## src/rtl/traffic_pkg.sv

```systemverilog
// Shared lamp encodings, scheduler states and score sizing for the phase scheduler.
// Pure declarations; no timing or flow control of its own.
package traffic_pkg;

  localparam logic [1:0] LIGHT_RED    = 2'b00;
  localparam logic [1:0] LIGHT_GREEN  = 2'b01;
  localparam logic [1:0] LIGHT_YELLOW = 2'b10;

  typedef enum logic [1:0] {
    ST_ALL_RED,
    ST_SELECT,
    ST_GREEN,
    ST_YELLOW
  } state_t;

  // Widest shifted term, plus guard bits so the three-term sum cannot wrap.
  function automatic int score_width(input int cnt_w, input int pri_w, input int prio_shift,
                                     input int age_w, input int age_shift);
    int w;
    w = cnt_w;
    if (pri_w + prio_shift > w) w = pri_w + prio_shift;
    if (age_w + age_shift > w) w = age_w + age_shift;
    return w + $clog2(3);
  endfunction

endpackage

```

## src/rtl/traffic_score_arbiter.sv

```systemverilog
// Combinational approach picker: emergency override, else highest nonzero score, lowest index on ties.
// Zero latency; no flow control.
module traffic_score_arbiter
  import traffic_pkg::*;
#(
  parameter int N_APP      = 4,
  parameter int CNT_W      = 14,
  parameter int PRI_W      = 4,
  parameter int AGE_W      = 4,
  parameter int PRIO_SHIFT = 4,
  parameter int AGE_SHIFT  = 6,
  localparam int IDX_W     = $clog2(N_APP)
) (
  input  logic [N_APP*CNT_W-1:0] dens,
  input  logic [N_APP*PRI_W-1:0] prio,
  input  logic [N_APP*AGE_W-1:0] age,
  input  logic [N_APP-1:0]       emerg,
  output logic [IDX_W-1:0]       win_idx,
  output logic                   win_vld,
  output logic                   win_emerg
);

  localparam int SCORE_W = score_width(CNT_W, PRI_W, PRIO_SHIFT, AGE_W, AGE_SHIFT);

  logic [SCORE_W-1:0] best;
  logic [SCORE_W-1:0] score;

  always_comb begin
    win_idx   = '0;
    win_vld   = 1'b0;
    win_emerg = 1'b0;
    best      = '0;
    score     = '0;
    if (|emerg) begin
      win_vld   = 1'b1;
      win_emerg = 1'b1;
      for (int i = N_APP - 1; i >= 0; i--) begin
        if (emerg[i]) win_idx = IDX_W'(i);
      end
    end else begin
      // Strict compare keeps the lowest index on ties and rejects all-zero scores.
      for (int i = 0; i < N_APP; i++) begin
        score = SCORE_W'(dens[i*CNT_W +: CNT_W])
              + (SCORE_W'(prio[i*PRI_W +: PRI_W]) << PRIO_SHIFT)
              + (SCORE_W'(age[i*AGE_W +: AGE_W]) << AGE_SHIFT);
        if (score > best) begin
          best    = score;
          win_idx = IDX_W'(i);
          win_vld = 1'b1;
        end
      end
    end
  end

endmodule

```

## src/rtl/traffic_phase_sched.sv

```systemverilog
// Per-junction phase scheduler: all-red, select, density-sized green, yellow; emergency hold/preempt.
// Registered outputs; green appears T_ALLRED+1 cycles after all-red entry; no backpressure.
module traffic_phase_sched
  import traffic_pkg::*;
#(
  parameter int N_APP       = 4,
  parameter int CNT_W       = 14,
  parameter int PRI_W       = 4,
  parameter int AGE_W       = 4,
  parameter int PRIO_SHIFT  = 4,
  parameter int AGE_SHIFT   = 6,
  parameter int DENS_SHIFT  = 2,
  parameter int T_MIN_GREEN = 4,
  parameter int T_MAX_GREEN = 20,
  parameter int T_YEL       = 3,
  parameter int T_ALLRED    = 2,
  localparam int IDX_W      = $clog2(N_APP)
) (
  input  logic                   clk,
  input  logic                   rst_n,
  input  logic [N_APP*CNT_W-1:0] density,
  input  logic                   density_vld,
  input  logic [N_APP*PRI_W-1:0] prio,
  input  logic [N_APP-1:0]       emerg,
  output logic [N_APP*2-1:0]     light,
  output logic [IDX_W-1:0]       active_idx,
  output logic                   emerg_active,
  output logic                   phase_done
);

  localparam int TMR_W = $clog2(T_MAX_GREEN + T_YEL + T_ALLRED + 1);
  localparam logic [TMR_W-1:0] TMR_ONE    = TMR_W'(1);
  localparam logic [TMR_W-1:0] TMR_MIN    = TMR_W'(T_MIN_GREEN);
  localparam logic [TMR_W-1:0] TMR_MAX    = TMR_W'(T_MAX_GREEN);
  localparam logic [TMR_W-1:0] TMR_YEL    = TMR_W'(T_YEL);
  localparam logic [TMR_W-1:0] TMR_ALLRED = TMR_W'(T_ALLRED);

  state_t                 state;
  logic [TMR_W-1:0]       timer;
  logic [N_APP*CNT_W-1:0] dens_q;
  logic [N_APP*AGE_W-1:0] age_q;

  logic [IDX_W-1:0] win_idx;
  logic             win_vld;
  logic             win_emerg;
  logic [CNT_W:0]   green_ext;
  logic [TMR_W-1:0] green_time;
  logic [N_APP-1:0] emerg_other;
  logic             preempt;
  logic             hold;

  traffic_score_arbiter #(
    .N_APP      (N_APP),
    .CNT_W      (CNT_W),
    .PRI_W      (PRI_W),
    .AGE_W      (AGE_W),
    .PRIO_SHIFT (PRIO_SHIFT),
    .AGE_SHIFT  (AGE_SHIFT)
  ) u_arb (
    .dens      (dens_q),
    .prio      (prio),
    .age       (age_q),
    .emerg     (emerg),
    .win_idx   (win_idx),
    .win_vld   (win_vld),
    .win_emerg (win_emerg)
  );

  always_comb begin
    green_ext  = (CNT_W+1)'(T_MIN_GREEN)
               + (CNT_W+1)'(dens_q[win_idx*CNT_W +: CNT_W] >> DENS_SHIFT);
    green_time = (green_ext > (CNT_W+1)'(T_MAX_GREEN)) ? TMR_MAX : TMR_W'(green_ext);
    emerg_other             = emerg;
    emerg_other[active_idx] = 1'b0;
    preempt = |emerg_other;
    hold    = emerg_active && emerg[active_idx];
  end

  function automatic logic [N_APP*2-1:0] lamp_vec(input logic [IDX_W-1:0] idx,
                                                  input logic [1:0] code);
    lamp_vec = '0;
    lamp_vec[idx*2 +: 2] = code;
  endfunction

  always_ff @(posedge clk or negedge rst_n) begin
    if (!rst_n) begin
      state        <= ST_ALL_RED;
      timer        <= TMR_ALLRED;
      dens_q       <= '0;
      age_q        <= '0;
      light        <= '0;
      active_idx   <= '0;
      emerg_active <= 1'b0;
      phase_done   <= 1'b0;
    end else begin
      phase_done <= 1'b0;
      if (density_vld) dens_q <= density;
      case (state)
        ST_ALL_RED: begin
          if (timer == TMR_ONE) state <= ST_SELECT;
          else                  timer <= timer - TMR_ONE;
        end
        ST_SELECT: begin
          if (win_vld) begin
            state        <= ST_GREEN;
            timer        <= win_emerg ? TMR_MIN : green_time;
            active_idx   <= win_idx;
            emerg_active <= win_emerg;
            light        <= lamp_vec(win_idx, LIGHT_GREEN);
          end else begin
            state <= ST_ALL_RED;
            timer <= TMR_ALLRED;
          end
        end
        ST_GREEN: begin
          // An emergency grant parks the timer at 1 until its request drops.
          if (preempt || (timer == TMR_ONE && !hold)) begin
            state      <= ST_YELLOW;
            timer      <= TMR_YEL;
            light      <= lamp_vec(active_idx, LIGHT_YELLOW);
            phase_done <= (T_YEL == 1);
          end else if (timer != TMR_ONE) begin
            timer <= timer - TMR_ONE;
          end
        end
        ST_YELLOW: begin
          if (timer == TMR_ONE) begin
            state        <= ST_ALL_RED;
            timer        <= TMR_ALLRED;
            light        <= '0;
            emerg_active <= 1'b0;
            for (int i = 0; i < N_APP; i++) begin
              if (IDX_W'(i) == active_idx)
                age_q[i*AGE_W +: AGE_W] <= '0;
              else if (dens_q[i*CNT_W +: CNT_W] != '0 && age_q[i*AGE_W +: AGE_W] != '1)
                age_q[i*AGE_W +: AGE_W] <= age_q[i*AGE_W +: AGE_W] + 1'b1;
            end
          end else begin
            timer      <= timer - TMR_ONE;
            phase_done <= (timer == TMR_W'(2));
          end
        end
      endcase
    end
  end

endmodule

```

## config.mk

```make
export PLATFORM = sky130hd
export DESIGN_NAME = traffic_phase_sched
export DESIGN_NICKNAME = d
export VERILOG_FILES = /design/src/rtl/traffic_pkg.sv /design/src/rtl/traffic_score_arbiter.sv /design/src/rtl/traffic_phase_sched.sv
export SDC_FILE = /design/constraint.sdc
export NUM_CORES = 1
export LEC_CHECK = 0
export CAP_MARGIN = 25
export CORE_MARGIN = 1
export CORE_UTILIZATION = 62
export CTS_BUF_LIST = sky130_fd_sc_hd__clkbuf_4 sky130_fd_sc_hd__clkbuf_8 sky130_fd_sc_hd__clkbuf_16
export DETAILED_ROUTE_END_ITERATION = 16
export PLACE_DENSITY = 0.87
export SLEW_MARGIN = 20
export SYNTH_ARGS = -nofsm -noshare
export SYNTH_HDL_FRONTEND = slang
export SYNTH_SLANG_ARGS = --single-unit
```

## constraint.sdc

```tcl
create_clock -name clk -period 30.7 [get_ports clk]
set_input_delay 6.14 -clock clk [delete_from_list [all_inputs] [get_ports clk]]
set_output_delay 6.14 -clock clk [all_outputs]
set_load 0.005 [all_outputs]
```

==> out/metrics.yaml <==
swShare_pct: 43.0
reg2reg_to: "timer[2]$_DFFE_PN0P_"
maxPowerGroup: "combinational logic"
max_slew_margin_pct: 40.4
cts.htree.levels: 3
clk_latency_ns: 0.36
drive_gt1_share_pct: 10.4
hold_viol_final: 0
comb-power_uw: 339
cts_hold_buffers: 0
syn-cell-area_mm2: 0.00783
regToRegStartpoint: "dens_q[4]$_DFFE_PN0P_"
cp.depth: 38
synth_top_cell_by_area: "dfrtp_1"
netlist_top_cells_count: "dfrtp_1 (90), ha_1 (90), nand2_1 (90)"
core_area_mm2: 0.0122
die_w_um: 114
gp_congestion: 1.03
whs_ns: 0.474
area_leaders: "dfrtp_1 (29%), ha_1 (14%), mux2_2 (7.5%)"
slew_viol_final: 0
switchingPower_uw: 272
comb_cells: 690
n_all_buffers: 97
worstMarginPinSlew_ns: 0.892
sequentialPower_uw: 180
internal_power_uw: 361
combGateArea_mm2: 0.00520
numCtsBuffers: 9
ff_type: "dfrtp_1"
nFillCells: 901
worstHoldEndpoint: "light[5]$_DFFE_PN0P_"
status: "finished clean"
ys_sh_aoi_pct: 16.3
dp_hpwl_um: 15900
r2r.worst_path.cells: 37
grtUsageMet3_pct: 7.31
ys_seq_share_pct: 29.1
setup_violations: 0
cellLeakagePower_nw: 4.10
peakVddDrop_v: 0.0000395
ys_sh_adder_pct: 16.5
ios: 91
final.clkbuf_count: 10
cp-endpoint: "timer[2]$_DFFE_PN0P_"
critPathMaxFanout: 25
post-place-ws_ns: 13.73
finalSetupTns_ns: 0
logic_family: "adder cells"
finalClockPeriodUsage_pct: 54.7
cts-root-buf: "clkbuf_16"
vias_per_cell: 6.20
hp-class: "reg -> reg"
drtIter0Drc: 583
grt_max_degree: 69
power_clock_uw: 114
nWellTaps: 168
postCtsSetupRepairBufs: 0
ant_nets: 0
grt_pass1_vias: 6586
bufAreaShareNonClock_pct: 10.4
flop_area_mm2: 0.00228
max_freq_mhz: 59.6
synthMuxAreaShare_pct: 10.8
simple_gate_area_share_pct: 16.1
whs_path_depth: 2
xor_area_share_pct: 6.26
antenna_found_initial: 0
dominant_cells: "combinational gates"
r2r_setup_slack_ns: 19.55
start_kind: "input port"
p_seq_share_pct: 28.5
power_frac_comb_pct: 53.6
power.density_mw_per_mm2: 69.2
diodes: 0
synth.distinct_cells: 77
startpoint: "prio[0]"
cap_violations: 0
cts_tree: "built"
postSynth.asyncResetShare_pct: 100
synthCells: 860
seq_share_pct: 24.9
edf_count: 0
fin_crit_ns: 16.78
cpMostUsedCell: "ha_1"
ys_area_mm2: 0.00783
synth.avg_cell_area_um2: 9.11
stdcell_count: 1119
cts_buffer_depth: 2
groute.layer.met2.usage_pct: 51.3
registers in the layout, summed over array words and instances, names as in the netlist, named ones only:
signal	cells
state	1
light	8
active_idx	2
emerg_active	1
timer	5
dens_q	56
phase_done	1
age_q	16
metrics by stage:
| stage | utilization, % | area [µm²] |
|---|---|---|
| final | 75.3 | 9160 |
| after global routing | 75.3 | 9160 |
| after CTS | 75.2 | 9140 |
| after detailed placement | 72.7 | 8840 |
| after global placement | 72.6 | 8820 |
| after floorplan | - | 7850 |
metal layers:
| metal | routed length, µm | part of all wire, % |
|---|---|---|
| met5 | 0 | 0 |
| met4 | 779 | 3.8 |
| met3 | 1510 | 7.3 |
| met2 | 9470 | 46 |
| met1 | 8870 | 43 |
### The metal 2 layer

(4 px per µm)
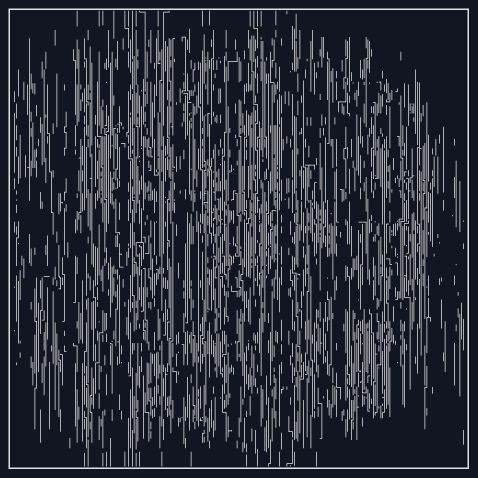
The wires run mostly vertical. The longest straight run is 45.9 µm. The layer carries 9470 µm of wire.
routed wire length: 20600 µm
via count: 6942

### Signal wires by layer

(2 px per µm) Only two layers are drawn.
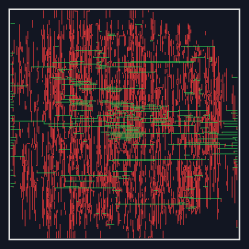
Key: met3 = green [wire length 1510 µm]; met2 = red [wire length 9470 µm]
DR WL/cell: 18.4 µm
GRT Total Usage: 33.0%

